$ cat src/rtl/tick_sched_pkg.sv
// Shared constants and width helpers for the tick scheduler and its channels.
package tick_sched_pkg;

    localparam logic [0:0] CH_IDLE = 1'b0;
    localparam logic [0:0] CH_RUN  = 1'b1;

    localparam logic MODE_PERIODIC = 1'b0;
    localparam logic MODE_ONESHOT  = 1'b1;

    // Ceiling log2; 0 for values of 0 or 1.
    function automatic int unsigned clog2(input int unsigned value);
        int unsigned result;
        int unsigned v;
        result = 0;
        v = 1;
        while (v < value) begin
            v = v << 1;
            result = result + 1;
        end
        return result;
    endfunction

    // Index width that never collapses to zero bits.
    function automatic int unsigned idx_w(input int unsigned value);
        return (clog2(value) == 0) ? 1 : clog2(value);
    endfunction

endpackage

$ cat src/rtl/tick_channel.sv
// One scheduler channel: IDLE/RUN FSM, base-tick down-counter, mode latch and
// registered single-cycle enable pulse.
module tick_channel
    import tick_sched_pkg::*;
#(
    parameter int unsigned PERIOD_W = 16
) (
    input  logic                clk,
    input  logic                rst,
    input  logic                tick_evt,
    input  logic                load,
    input  logic [PERIOD_W-1:0] cfg_period,
    input  logic                cfg_oneshot,
    input  logic                cfg_start,
    output logic                tick_out,
    output logic                busy
);

    logic [0:0]          state, state_d;
    logic [PERIOD_W-1:0] cnt, cnt_d;
    logic [PERIOD_W-1:0] period_q, period_d;
    logic                mode, mode_d;
    logic                tick_d;
    logic                busy_d;

    always_ff @(posedge clk) begin
        if (rst) begin
            state    <= CH_IDLE;
            cnt      <= '0;
            period_q <= '0;
            mode     <= MODE_PERIODIC;
            tick_out <= 1'b0;
            busy     <= 1'b0;
        end else begin
            state    <= state_d;
            cnt      <= cnt_d;
            period_q <= period_d;
            mode     <= mode_d;
            tick_out <= tick_d;
            busy     <= busy_d;
        end
    end

    // A config write always wins over a coincident base tick.
    always_comb begin
        state_d  = state;
        cnt_d    = cnt;
        period_d = period_q;
        mode_d   = mode;
        tick_d   = 1'b0;

        if (load) begin
            if (cfg_start && (cfg_period != '0)) begin
                state_d  = CH_RUN;
                cnt_d    = cfg_period;
                period_d = cfg_period;
                mode_d   = cfg_oneshot;
            end else begin
                state_d = CH_IDLE;
                cnt_d   = '0;
            end
        end else begin
            case (state)
                CH_RUN: begin
                    if (tick_evt) begin
                        if (cnt == PERIOD_W'(1)) begin
                            tick_d = 1'b1;
                            if (mode == MODE_ONESHOT) begin
                                state_d = CH_IDLE;
                                cnt_d   = '0;
                            end else begin
                                cnt_d = period_q;
                            end
                        end else begin
                            cnt_d = cnt - PERIOD_W'(1);
                        end
                    end
                end
                default: begin
                    state_d = CH_IDLE;
                end
            endcase
        end

        busy_d = (state_d == CH_RUN);
    end

endmodule

$ cat src/rtl/tick_scheduler.sv
// Shared timebase: free-running prescaler producing a base tick, plus N_CH
// software-configured periodic/one-shot enable channels in the clk domain.
module tick_scheduler
    import tick_sched_pkg::*;
#(
    parameter int unsigned CLK_FREQ_HZ  = 100_000_000,
    parameter int unsigned BASE_TICK_HZ = 1_000,
    parameter int unsigned N_CH         = 4,
    parameter int unsigned PERIOD_W     = 16
) (
    input  logic                   clk,
    input  logic                   rst,
    input  logic                   cfg_valid,
    output logic                   cfg_ready,
    input  logic [idx_w(N_CH)-1:0] cfg_ch,
    input  logic [PERIOD_W-1:0]    cfg_period,
    input  logic                   cfg_oneshot,
    input  logic                   cfg_start,
    output logic                   base_tick,
    output logic [N_CH-1:0]        tick_out,
    output logic [N_CH-1:0]        busy
);

    localparam int unsigned PRESCALE = CLK_FREQ_HZ / BASE_TICK_HZ;
    localparam int unsigned PS_W     = idx_w(PRESCALE);
    localparam int unsigned CH_W     = idx_w(N_CH);

    generate
        if ((PRESCALE < 2) || ((CLK_FREQ_HZ % BASE_TICK_HZ) != 0)) begin : g_bad_prescale
            $error("tick_scheduler: PRESCALE must be >= 2 and CLK_FREQ_HZ / BASE_TICK_HZ exact");
        end
        if ((N_CH < 1) || (N_CH > 16)) begin : g_bad_nch
            $error("tick_scheduler: N_CH must be in 1..16");
        end
    endgenerate

    logic [PS_W-1:0] pcnt;
    logic            tick_evt_c;
    logic [N_CH-1:0] load_c;

    assign tick_evt_c = (pcnt == PS_W'(PRESCALE - 1));

    // Prescaler never restarts on config writes; only rst realigns it.
    always_ff @(posedge clk) begin
        if (rst) begin
            pcnt      <= '0;
            base_tick <= 1'b0;
            cfg_ready <= 1'b0;
        end else begin
            pcnt      <= tick_evt_c ? '0 : pcnt + PS_W'(1);
            base_tick <= tick_evt_c;
            cfg_ready <= 1'b1;
        end
    end

    // Out-of-range channel indices match no strobe, so those writes vanish.
    for (genvar i = 0; i < int'(N_CH); i++) begin : g_ch
        assign load_c[i] = cfg_valid && cfg_ready && (cfg_ch == CH_W'(i));

        tick_channel #(
            .PERIOD_W (PERIOD_W)
        ) u_ch (
            .clk         (clk),
            .rst         (rst),
            .tick_evt    (tick_evt_c),
            .load        (load_c[i]),
            .cfg_period  (cfg_period),
            .cfg_oneshot (cfg_oneshot),
            .cfg_start   (cfg_start),
            .tick_out    (tick_out[i]),
            .busy        (busy[i])
        );
    end

endmodule

$ cat config.mk
export PLATFORM = sky130hd
export DESIGN_NAME = tick_scheduler
export DESIGN_NICKNAME = d
export VERILOG_FILES = /design/src/rtl/tick_sched_pkg.sv /design/src/rtl/tick_channel.sv /design/src/rtl/tick_scheduler.sv
export SDC_FILE = /design/constraint.sdc
export NUM_CORES = 1
export LEC_CHECK = 0
export CAP_MARGIN = 10
export CORE_MARGIN = 1
export CORE_UTILIZATION = 55
export CTS_CLUSTER_DIAMETER = 40
export DETAILED_ROUTE_END_ITERATION = 6
export PLACE_DENSITY = 0.82
export SLEW_MARGIN = 20
export SYNTH_ARGS = -nofsm -noshare
export SYNTH_HDL_FRONTEND = slang
export SYNTH_SLANG_ARGS = --single-unit
$ cat constraint.sdc
create_clock -name clk -period 2.3 [get_ports clk]
set_input_delay 0.345 -clock clk [delete_from_list [all_inputs] [get_ports clk]]
set_output_delay 0.345 -clock clk [all_outputs]
set_load 0.005 [all_outputs]
Figure 1. Wiring by layer.
Scale: 3 px per micron. Only two layers are drawn.
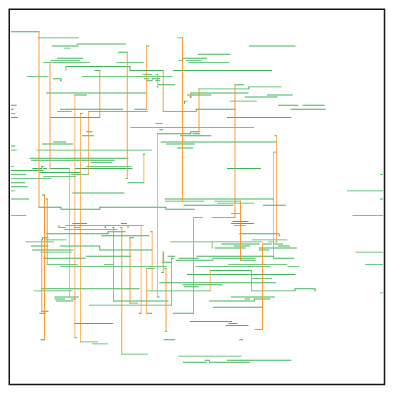
[M4] orange | wire length: 1,040 microns
[M3] green | wire length: 2,130 microns

Figure 2. Layout detail.
Window x 47 to 77, y 72 to 102 microns. Cells in grey, sequential cells in the stronger grey; small squares are vias.
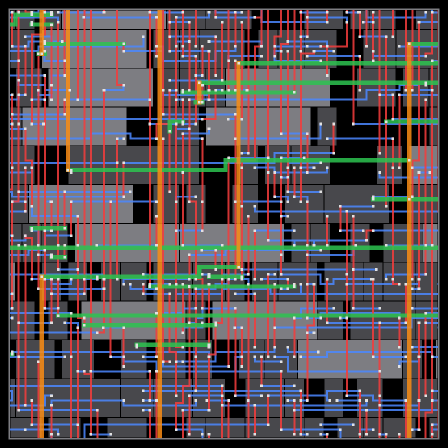
[M3] green
[M1] blue
[M4] orange
[M2] red
netlist names of flops here include: `g_ch.u_ch.cnt` (6), `g_ch.u_ch.period_q` (5)
sequential cells in the window: 11
cells with their middle in the window: 92
most frequent: nand2_1 (17), dfxtp_1 (11)

Figure 3. Routing congestion.
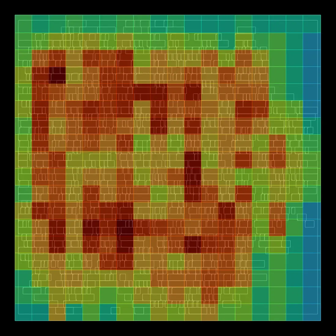
GRT Overall Usage: 0.314
final core area utilization: 0.679
Routed wire per std cell: 18.3 microns
met2 global-route usage: 0.507
M3 GR Usage: 0.0649

==> results.tsv <==
metric	value	unit
outcome	finished clean	
number of port buffers	32	
remaining antenna violation count after routing	0	
Final GP Congestion	0.962	
CTS tree	built	
MaxCap Viol Count	0	
# IOs	33	
critical path endpoint category	flop	
# fillers	1163	
Registers, synthesis	159	
Die W	125	microns
Setup CP Type	flop to flop	
yosys stat area	0.00826	sq mm
clock buffer depth	2	
CTS root buf	clkbuf_16	
synthesized netlist cell count	1054	
area fraction in compound gates	0.222	
Fin. Hold Viols	0	
Placed Cells	1295	
peak supply drop	0.540	mV
final clock skew	8.44	ps
vias	8373	
post-route insts no fill	1325	
initial drt markers	648	
antenna diode count	0	
comb area leader	simple AND/OR/NAND/NOR gates	
DRC Markers	0	
Simple Share, Synth	0.279	
Req. time, crit path	2600	ps
Figure 4. Selected gate families.
Scale: 4 px per micron.
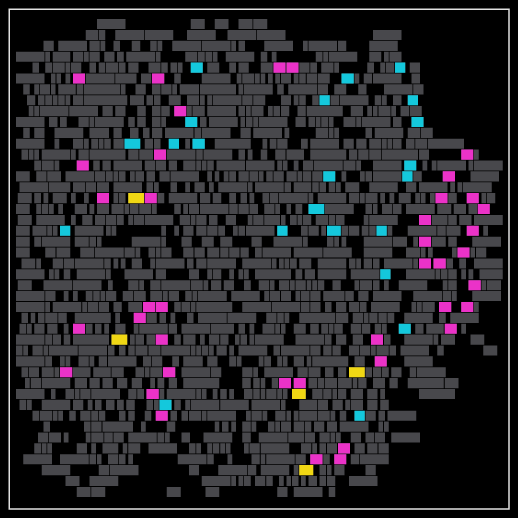
[non-inverting ao/oa cells] cyan | cells: 22
[xor and xnor cells] magenta | cells: 40
[mux cells] yellow | cells: 5

Figure 5. M1 wires.
Scale: 3 px per micron. Supply wires on this layer in grey.
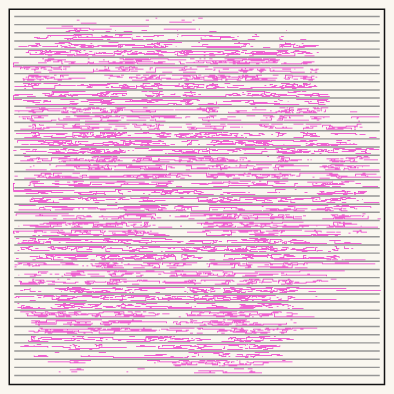
main direction: horizontal
share of all routed wire: 41%
longest straight run: 39.6 microns
wire length on this layer: 10,000 microns
nets with wire on the layer: 1,088

-- timing repair --
action,in CTS,in global routing
setup endpoints to repair,13,36
pin swaps,0,0
hold buffers,0,0
gates resized,2,12
-- power by group --
group          internal (mW)  leakage [nW]  switching, mW
combinational          0.426          2.07          0.507
clock                   1.57         0.265           1.14
sequential              2.81          1.29         0.0651
-- cell usage after synthesis, drive strengths merged (3+ instances only) --
master	number	area (sq um)
nand2	181	679
dfxtp	159	3180
a21oi	101	505
nor2	91	342
clkbuf	53	199
o21ai	51	255
a311oi	35	307
nor3b	29	218
a31oi	25	156
buf	24	160
nor3	23	120
xnor2	23	201
nor4	20	131
xor2	17	149
inv	16	60.1
or4	16	121
nand3	15	75.1
or3	14	88.8
nand4	13	81.3
and3	11	68.8
o31ai	11	82.6
ha	9	113
nor2b	9	56.3
o211ai	8	60.1
a22oi	7	52.6
and4	7	61.3
o221ai	7	61.3
a21o	6	45.0
nand2b	6	37.5
nor4b	6	52.6
or2	6	37.5
o31a	5	43.8
a211oi	4	30.0
a32oi	4	35.0
nand4b	4	35.0
o21a	4	30.0
or3b	4	35.0
a211o	3	26.3
mux2	3	33.8
nor4bb	3	30.0
o41ai	3	33.8
-- sequential cells by signal (all words and copies together) (netlist names) --
signal              cells
cfg_ready               1
g_ch.u_ch.mode          4
g_ch.u_ch.busy          3
g_ch.u_ch.period_q     64
pcnt                   17
g_ch.u_ch.tick_out      4
base_tick               1
g_ch.u_ch.cnt          64
g_ch.u_ch.state         1
-- critical path, cell delays in order, from the launching register on --
cell	delay, ps
dfxtp_1	330
or4_4	560
buf_4	180
or4_2	550
mux2_2	310
a21oi_2	100
o22ai_1	100
-- cell type report --
type                    instances  area share
multi-input cells             802       0.476
repair buffers                134       0.117
flip-flops and latches        159       0.321
clock buffers                  22      0.0479
inverters                      16     0.00606
clock inverters                 8     0.00846
well taps                     184      0.0232
-- cells in the final DEF, fill, tap and decap left out, drive strengths merged, types with 5 or more instances in the layout --
master,synthesis,layout
dfxtp,159,159
and4,7,7
nor4b,6,6
nor3,23,23
nand4,13,13
o21ai,51,51
and3,11,11
nand2b,6,6
or3,14,14
o211ai,8,8
a21o,6,6
o221ai,7,7
buf,24,103
a22oi,7,7
or2,6,6
ha,9,9
inv,16,17
nor4,20,20
nand2,181,181
o31ai,11,11
a311oi,35,35
a21oi,101,101
o31a,5,5
clkdlybuf4s50,0,31
xor2,17,17
a31oi,25,25
or4,16,16
xnor2,23,23
nor2b,9,9
nand3,15,15
nor2,91,91
clkbuf,53,22
nor3b,29,29
-- final timing paths --
check	endpoint	slack, ps	startpoint	cells past startpoint
max	g_ch[3].u_ch.cnt[13]	50	g_ch[3].u_ch.cnt[0]	6
min	g_ch[3].u_ch.period_q[0]	190	rst	2
max reg2reg	g_ch[3].u_ch.cnt[13]	50	g_ch[3].u_ch.cnt[0]	6
min reg2reg	g_ch[0].u_ch.period_q[7]	450	g_ch[0].u_ch.period_q[7]	2
-- routing by layer --
metal	GRT usage	wire length (microns)	up-vias
met1	0.398	10000	3935
met2	0.507	11100	369
met4	0.147	1040	0
li1	-	-	3988
met5	0	0	-
met3	0.0649	2130	81
Power is estimated from default activity; no workload was simulated.
